**src/rtl/axi_pkg.sv**
```systemverilog
// -----------------------------------------------------------------------------
// axi_pkg
// Shared definitions for the AXI4 initiator blocks:
//   - default bus widths (used as parameter defaults by the initiators)
//   - AxBURST and xRESP encodings
//   - mst_state_e, the initiator transaction state machine encoding
// -----------------------------------------------------------------------------
package axi_pkg;

    // Default widths
    localparam int AXI_ID_W   = 4;
    localparam int AXI_ADDR_W = 32;
    localparam int AXI_DATA_W = 32;
    localparam int AXI_STRB_W = AXI_DATA_W / 8;
    localparam int AXI_LEN_W  = 4;

    // AxBURST encodings
    localparam logic [1:0] BURST_FIXED = 2'b00;
    localparam logic [1:0] BURST_INCR  = 2'b01;
    localparam logic [1:0] BURST_WRAP  = 2'b10;

    // RRESP / BRESP encodings
    localparam logic [1:0] RESP_OKAY   = 2'b00;
    localparam logic [1:0] RESP_EXOKAY = 2'b01;
    localparam logic [1:0] RESP_SLVERR = 2'b10;
    localparam logic [1:0] RESP_DECERR = 2'b11;

    // Initiator state machine. IDLE must stay at encoding 0: the debug
    // state output reads 0 out of reset.
    typedef enum logic [2:0] {
        ST_IDLE  = 3'd0,
        ST_RADDR = 3'd1,
        ST_RDATA = 3'd2,
        ST_WADDR = 3'd3,
        ST_WDATA = 3'd4,
        ST_WRESP = 3'd5
    } mst_state_e;

endpackage

```
**src/rtl/axi_beat_counter.sv**
```systemverilog
// -----------------------------------------------------------------------------
// axi_beat_counter
// Counts data beats of one burst and flags the final beat.
//
// Ports:
//   clk, rst  : clock, synchronous active-high reset
//   clear     : restart the count at 0 (asserted when a new burst is accepted)
//   inc       : one beat handshake completed this cycle
//   len       : burst length minus one (AxLEN)
//   count     : beats completed so far in this burst
//   is_last   : the beat currently on the bus is the final one (count == len)
//
// The count saturates at all-ones so that a read slave that keeps sending
// beats past the programmed length (missing RLAST) cannot make it wrap back
// to a value that would look like a legal beat index.
// -----------------------------------------------------------------------------
module axi_beat_counter #(
    parameter int LEN_BITS = 4
) (
    input  logic                clk,
    input  logic                rst,
    input  logic                clear,
    input  logic                inc,
    input  logic [LEN_BITS-1:0] len,
    output logic [LEN_BITS-1:0] count,
    output logic                is_last
);

    always_ff @(posedge clk) begin
        if (rst || clear) begin
            count <= '0;
        end else if (inc && (count != '1)) begin
            count <= count + 1'b1;
        end
    end

    assign is_last = (count == len);

endmodule

```
**src/rtl/axi_master_port.sv**
```systemverilog
// -----------------------------------------------------------------------------
// axi_master_port
// AXI4 initiator: converts one core-side request (address, length, size,
// direction) into a single INCR burst on AR/R or AW/W/B. One transaction is
// in flight at a time; completion is reported with a one-cycle DONE pulse and
// an ERR flag (any non-OKAY response, wrong ID, or RLAST out of place).
//
// Handshake semantics (all channels, core side and AXI side): a transfer
// happens on a rising clk edge where VALID and READY are both 1. Once this
// block raises a VALID it keeps it, and the payload, stable until READY.
// The core's WVALID_IN must not depend on WREADY_IN.
//
// Ports:
//   clk, rst                      clock, synchronous active-high reset
//   REQ_*                         core request (VALID/READY, WRITE, ADDR, LEN, SIZE)
//   WDATA_IN/WSTRB_IN/WVALID_IN   core write beat, WREADY_IN = beat taken
//   RDATA_OUT/RVALID_OUT/RLAST_OUT core read beat, RREADY_IN = core backpressure
//   DONE / ERR                    end-of-transaction pulse and its error status
//   AR*, R*, AW*, W*, B*          AXI4 master channels
//   dbg_state                     current mst_state_e encoding
// -----------------------------------------------------------------------------
module axi_master_port
    import axi_pkg::*;
#(
    parameter int ID_BITS   = AXI_ID_W,
    parameter int ADDR_BITS = AXI_ADDR_W,
    parameter int DATA_BITS = AXI_DATA_W,
    parameter int STRB_BITS = AXI_STRB_W,
    parameter int LEN_BITS  = AXI_LEN_W,
    parameter int MASTER_ID = 0
) (
    input  logic                 clk,
    input  logic                 rst,

    // Core request port
    input  logic                 REQ_VALID,
    output logic                 REQ_READY,
    input  logic                 REQ_WRITE,
    input  logic [ADDR_BITS-1:0] REQ_ADDR,
    input  logic [LEN_BITS-1:0]  REQ_LEN,
    input  logic [2:0]           REQ_SIZE,

    // Core write data
    input  logic [DATA_BITS-1:0] WDATA_IN,
    input  logic [STRB_BITS-1:0] WSTRB_IN,
    input  logic                 WVALID_IN,
    output logic                 WREADY_IN,

    // Core read data
    output logic [DATA_BITS-1:0] RDATA_OUT,
    output logic                 RVALID_OUT,
    output logic                 RLAST_OUT,
    input  logic                 RREADY_IN,

    // Completion
    output logic                 DONE,
    output logic                 ERR,

    // AXI read address
    output logic [ID_BITS-1:0]   ARID,
    output logic [ADDR_BITS-1:0] ARADDR,
    output logic [LEN_BITS-1:0]  ARLEN,
    output logic [2:0]           ARSIZE,
    output logic [1:0]           ARBURST,
    output logic                 ARVALID,
    input  logic                 ARREADY,

    // AXI read data
    input  logic [ID_BITS-1:0]   RID,
    input  logic [DATA_BITS-1:0] RDATA,
    input  logic [1:0]           RRESP,
    input  logic                 RLAST,
    input  logic                 RVALID,
    output logic                 RREADY,

    // AXI write address
    output logic [ID_BITS-1:0]   AWID,
    output logic [ADDR_BITS-1:0] AWADDR,
    output logic [LEN_BITS-1:0]  AWLEN,
    output logic [2:0]           AWSIZE,
    output logic [1:0]           AWBURST,
    output logic                 AWVALID,
    input  logic                 AWREADY,

    // AXI write data
    output logic [DATA_BITS-1:0] WDATA,
    output logic [STRB_BITS-1:0] WSTRB,
    output logic                 WLAST,
    output logic                 WVALID,
    input  logic                 WREADY,

    // AXI write response
    input  logic [ID_BITS-1:0]   BID,
    input  logic [1:0]           BRESP,
    input  logic                 BVALID,
    output logic                 BREADY,

    // Debug
    output logic [2:0]           dbg_state
);

    localparam logic [ID_BITS-1:0] MID = ID_BITS'(MASTER_ID);

    mst_state_e           state;
    logic [ADDR_BITS-1:0] addr_q;
    logic [LEN_BITS-1:0]  len_q;
    logic [2:0]           size_q;
    logic                 err_flag;
    logic                 done_q;
    logic                 err_q;

    logic                 req_accept;
    logic                 r_hs;
    logic                 w_hs;
    logic                 r_beat_err;
    logic                 b_err;
    logic [LEN_BITS-1:0]  beat_count;
    logic                 beat_last;

    // ------------------------------------------------------------------
    // Beat counter
    // ------------------------------------------------------------------
    axi_beat_counter #(
        .LEN_BITS (LEN_BITS)
    ) u_beat_counter (
        .clk     (clk),
        .rst     (rst),
        .clear   (req_accept),
        .inc     (r_hs || w_hs),
        .len     (len_q),
        .count   (beat_count),
        .is_last (beat_last)
    );

    // ------------------------------------------------------------------
    // Core request port. READY is held low during the DONE cycle so the
    // core sees completion before a new transaction can start.
    // ------------------------------------------------------------------
    assign REQ_READY  = (state == ST_IDLE) && !done_q && !rst;
    assign req_accept = REQ_VALID && REQ_READY;

    // ------------------------------------------------------------------
    // Address channels, driven from the latched request. The direction is
    // carried by the state itself, so no separate write bit is kept.
    // ------------------------------------------------------------------
    assign ARID    = MID;
    assign ARADDR  = addr_q;
    assign ARLEN   = len_q;
    assign ARSIZE  = size_q;
    assign ARBURST = BURST_INCR;
    assign ARVALID = (state == ST_RADDR);

    assign AWID    = MID;
    assign AWADDR  = addr_q;
    assign AWLEN   = len_q;
    assign AWSIZE  = size_q;
    assign AWBURST = BURST_INCR;
    assign AWVALID = (state == ST_WADDR);

    // ------------------------------------------------------------------
    // Read data: zero-latency pass-through between slave and core
    // ------------------------------------------------------------------
    assign RREADY     = (state == ST_RDATA) && RREADY_IN;
    assign RVALID_OUT = (state == ST_RDATA) && RVALID;
    assign RLAST_OUT  = (state == ST_RDATA) && RLAST;
    assign RDATA_OUT  = RDATA;
    assign r_hs       = RVALID && RREADY;

    // A beat is in error if the response is not OKAY, the ID is foreign,
    // or RLAST does not line up with the programmed length.
    assign r_beat_err = (RRESP != RESP_OKAY) || (RID != MID) || (RLAST != beat_last);

    // ------------------------------------------------------------------
    // Write data: pass-through, WLAST generated from the beat counter
    // ------------------------------------------------------------------
    assign WVALID    = (state == ST_WDATA) && WVALID_IN;
    assign WREADY_IN = (state == ST_WDATA) && WREADY;
    assign WDATA     = WDATA_IN;
    assign WSTRB     = WSTRB_IN;
    assign WLAST     = (state == ST_WDATA) && beat_last;
    assign w_hs      = WVALID && WREADY;

    // ------------------------------------------------------------------
    // Write response
    // ------------------------------------------------------------------
    assign BREADY = (state == ST_WRESP);
    assign b_err  = (BRESP != RESP_OKAY) || (BID != MID);

    // ------------------------------------------------------------------
    // Transaction state machine
    // ------------------------------------------------------------------
    always_ff @(posedge clk) begin
        if (rst) begin
            state    <= ST_IDLE;
            addr_q   <= '0;
            len_q    <= '0;
            size_q   <= '0;
            err_flag <= 1'b0;
            done_q   <= 1'b0;
            err_q    <= 1'b0;
        end else begin
            done_q <= 1'b0;
            err_q  <= 1'b0;
            case (state)
                ST_IDLE: begin
                    if (req_accept) begin
                        addr_q   <= REQ_ADDR;
                        len_q    <= REQ_LEN;
                        size_q   <= REQ_SIZE;
                        err_flag <= 1'b0;
                        state    <= REQ_WRITE ? ST_WADDR : ST_RADDR;
                    end
                end
                ST_RADDR: begin
                    if (ARREADY) begin
                        state <= ST_RDATA;
                    end
                end
                ST_RDATA: begin
                    if (r_hs) begin
                        err_flag <= err_flag || r_beat_err;
                        // RLAST ends the burst even if it arrives early.
                        if (RLAST) begin
                            state  <= ST_IDLE;
                            done_q <= 1'b1;
                            err_q  <= err_flag || r_beat_err;
                        end
                    end
                end
                ST_WADDR: begin
                    if (AWREADY) begin
                        state <= ST_WDATA;
                    end
                end
                ST_WDATA: begin
                    if (w_hs && beat_last) begin
                        state <= ST_WRESP;
                    end
                end
                ST_WRESP: begin
                    if (BVALID) begin
                        err_flag <= err_flag || b_err;
                        state    <= ST_IDLE;
                        done_q   <= 1'b1;
                        err_q    <= err_flag || b_err;
                    end
                end
                default: begin
                    state <= ST_IDLE;
                end
            endcase
        end
    end

    assign DONE      = done_q;
    assign ERR       = err_q;
    assign dbg_state = state;

endmodule

```
**config.mk**
```make
export PLATFORM = sky130hd
export DESIGN_NAME = axi_master_port
export DESIGN_NICKNAME = d
export VERILOG_FILES = /design/src/rtl/axi_pkg.sv /design/src/rtl/axi_beat_counter.sv /design/src/rtl/axi_master_port.sv
export SDC_FILE = /design/constraint.sdc
export NUM_CORES = 1
export LEC_CHECK = 0
export ABC_AREA = 1
export CAP_MARGIN = 20
export CORE_AREA = 2 2 118 120
export CTS_CLUSTER_DIAMETER = 40
export CTS_CLUSTER_SIZE = 16
export DETAILED_ROUTE_END_ITERATION = 12
export DIE_AREA = 0 0 120 122
export PLACE_DENSITY = 0.65
export SKIP_CTS_REPAIR_TIMING = 1
export SYNTH_ARGS = -nofsm -noshare
export SYNTH_HDL_FRONTEND = slang
export SYNTH_HIERARCHICAL = 1
export SYNTH_SLANG_ARGS = --single-unit
```
**constraint.sdc**
```tcl
create_clock -name clk -period 1.9 [get_ports clk]
set_input_delay 0.38 -clock clk [delete_from_list [all_inputs] [get_ports clk]]
set_output_delay 0.38 -clock clk [all_outputs]
set_load 0.05 [all_outputs]
```
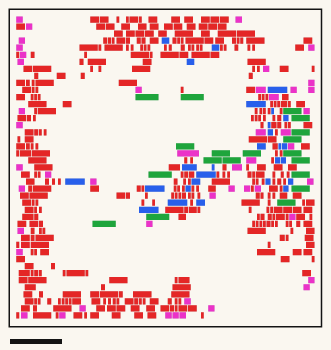
*Drive-strength map*
Bar = 20 um.
- green: drive 6 and up (cells 19)
- blue: drive 2 (cells 27)
- red: drive 1 or less (cells 385)
- magenta: drive 3 to 4 (cells 47)
area delta synth->final: 38.3%
area of all placed cells without fillers: 4260 um^2
non-clock buffer instance count of the final layout: 166

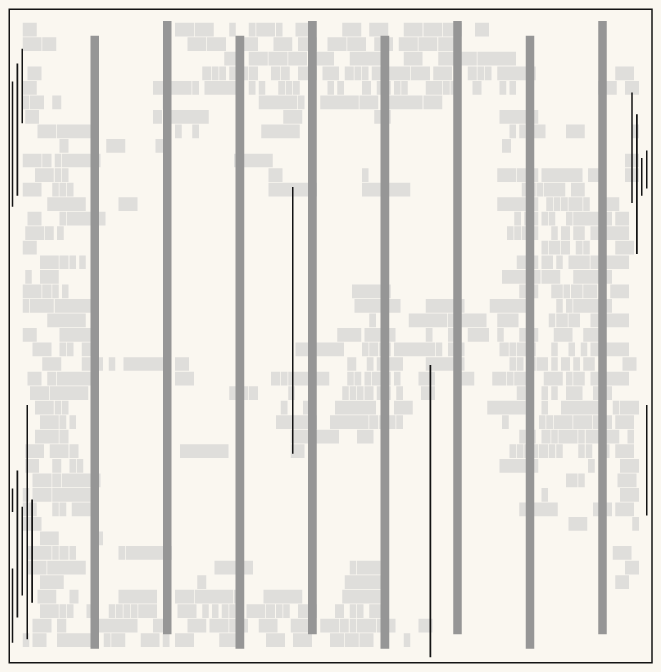
*Metal 4*
Supply wires on this layer in gray.
- wire length on this layer: 369 um
- main direction: vertical
- longest straight run: 54.4 um
- nets with wire on the layer: 16
- share of all routed wire: 4.5%
routed wire length: 8250 um
via count: 2,622

==> flow_summary.rst <==
Flow metrics
------------

.. list-table::
   :header-rows: 1

   * - Metric
     - Value
   * - Run status
     - completed
   * - Slew Limit Headroom
     - 65.5%
   * - Aggregate global routing overflow
     - 0
   * - Min-Delay Path Class
     - reg -> reg
   * - Worst path bufs/invs
     - 1
   * - Dominant cell area share
     - 31.8%
   * - Max-slew violation count
     - 0
   * - Total Negative Setup Slacks
     - 0 ns
   * - Post-route core utilization
     - about a third
   * - Worst Max-Slew Pin Slew
     - 0.517 ns
   * - Number of flip-flops and latches in the synthesized netlist
     - 49
   * - Chain of cells forming the critical path
     - clkdlybuf4s50_1
   * - Peak-usage layer in the global routing report
     - met2
   * - Clock H-tree levels
     - 2
   * - Clock-pin slew of the registers on the worst-case setup and hold paths
     - roughly 0.070 ns
   * - Via count of the first global-routing pass
     - 2,439
   * - Hold Worst Slack
     - around 0.5 ns
   * - Combinational share of power
     - 60.6%
   * - Fraction of registers with async set/reset
     - 0%
   * - Yosys stat cell total
     - 425
   * - Clock tree buffer depth
     - 2
   * - Tool warning count
     - 27
   * - Seq pwr share
     - 24.6%
   * - Initial antenna violation count
     - 0
   * - Most used standard cells in the synthesized netlist
     - buf_4, nor2_1, dfxtp_1, o21ai_0, nand2_1
   * - Chip footprint
     - 14,600 um^2
   * - Final routed DRC violation total
     - 0
   * - Nets@finish
     - 609
   * - Skew final
     - between 0.007 and 0.008 ns
   * - Post-Syn Area
     - 3080 um^2
   * - Top-level port count
     - 304
   * - Port-buffer cells
     - between 150 and 200
   * - Skew-Pair Late Insertion Delay
     - 0.29 ns
   * - Met1 demand-to-capacity share in global routing
     - 11.3%
   * - Net switching fraction of the power
     - 49.7%
   * - Synth warnings
     - 6
   * - Cell Pwr Density
     - 1400 nW/um^2
   * - Sequential cell area fraction in the yosys report
     - a little under a third
   * - Required time of the worst setup path
     - 1.52 ns
   * - Die X
     - about 120 um
   * - Fraction of layout instances using a drive strength above 1
     - between 10% and 20%
   * - Leak
     - 1.84 nW
   * - Classification of the worst setup path
     - reg -> out
   * - Std cell rows
     - 43
   * - Vias per cell
     - 3.98
   * - Root Driver
     - clkbuf_16
-- metal layers --
| layer | vias up | wire (um) |
|---|---|---|
| met1 | 1168 | 3260 |
| met5 | - | 0 |
| met2 | 133 | 3800 |
| met3 | 34 | 821 |
| met4 | 0 | 369 |
| li1 | 1287 | - |
-- tightest hold or removal path: stages (launching register included) --
cell and delay [ns]:
dfxtp_1 0.32, nor2_1 0.10, nor2_1 0.05
-- final timing paths --
check / depth (start not counted) / from / slack, ns / to
worst max-delay path: 1 / ARSIZE[0] / 0.05 / ARSIZE[0]
worst min-delay path: 2 / ARADDR[15] / 0.50 / ARADDR[15]
worst max register to register: 8 / dbg_state[2] / 0.26 / u_beat_counter/count[1]
worst min register to register: 2 / ARADDR[15] / 0.50 / ARADDR[15]
-- logic make-up (layout without fill, tap and decap cells) --
group / count (synthesis) / after routing / synth area share [%]
AND-OR/OR-AND: 50 / 50 / 8.61
buffers and inverters: 154 / 197 / 35.1
adder cells (fa/ha/maj): 1 / 1 / 0.406
flip-flops: 49 / 49 / 31.8
other: 2 / 12 / 0.244
AND/OR/NAND/NOR: 164 / 164 / 22.3
XOR/XNOR: 5 / 5 / 1.42
-- through the flow --
step                      power (mW)  instances  cell area [um^2]  worst slack [ns]
after detailed placement        5.05        648              4060            0.0627
after floorplan                 4.43        435              3140            -0.169
final                           5.97        658              4260            0.0475
after CTS                       5.98        656              4210            -0.117
after global placement          5.01        648              4060            0.0825
after global routing            6.29        658              4260          0.000176
-- registers in the layout, indices dropped and copies added, names as in the netlist --
signal and flops:
ARADDR 32, ARLEN 4, u_beat_counter/count 4, ARSIZE 3
dbg_state 3, DONE 1, ERR 1, err_flag 1
-- layout by cell type, fill, tap and decap left out, types with 12 or more instances in the layout --
cell             netlist  layout
buf_4                119      38
clkdlybuf4s50_1        0     109
nand2_1               29      29
dfxtp_1               49      41
inv_1                 20      19
conb_1                 2      12
o21ai_0               36      36
nor2_1               115     109
buf_12                 0      14
-- cell type report --
type / instances / area (um^2)
Inverter: 23 / 86.3
Timing Repair Buffer: 166 / 1720
Clock buffer: 6 / 129
Clock inverter: 2 / 15.0
Sequential cell: 49 / 993
Multi-Input combinational cell: 232 / 1090
Tap cell: 180 / 225
Fill cell: 1436 / 9240
-- power groups by stage --
stage / clock [mW] / combinational [mW] / sequential, mW
2_1_floorplan: 0 / 2.28 / 2.15
3_3_place_gp: 0 / 3.53 / 1.48
3_5_place_dp: 0 / 3.56 / 1.49
4_1_cts: 0.946 / 3.57 / 1.47
5_1_grt: 0.973 / 3.82 / 1.51
6_report: 0.886 / 3.62 / 1.47
Power figures rest on the tool's default switching activity, not on a simulated workload.
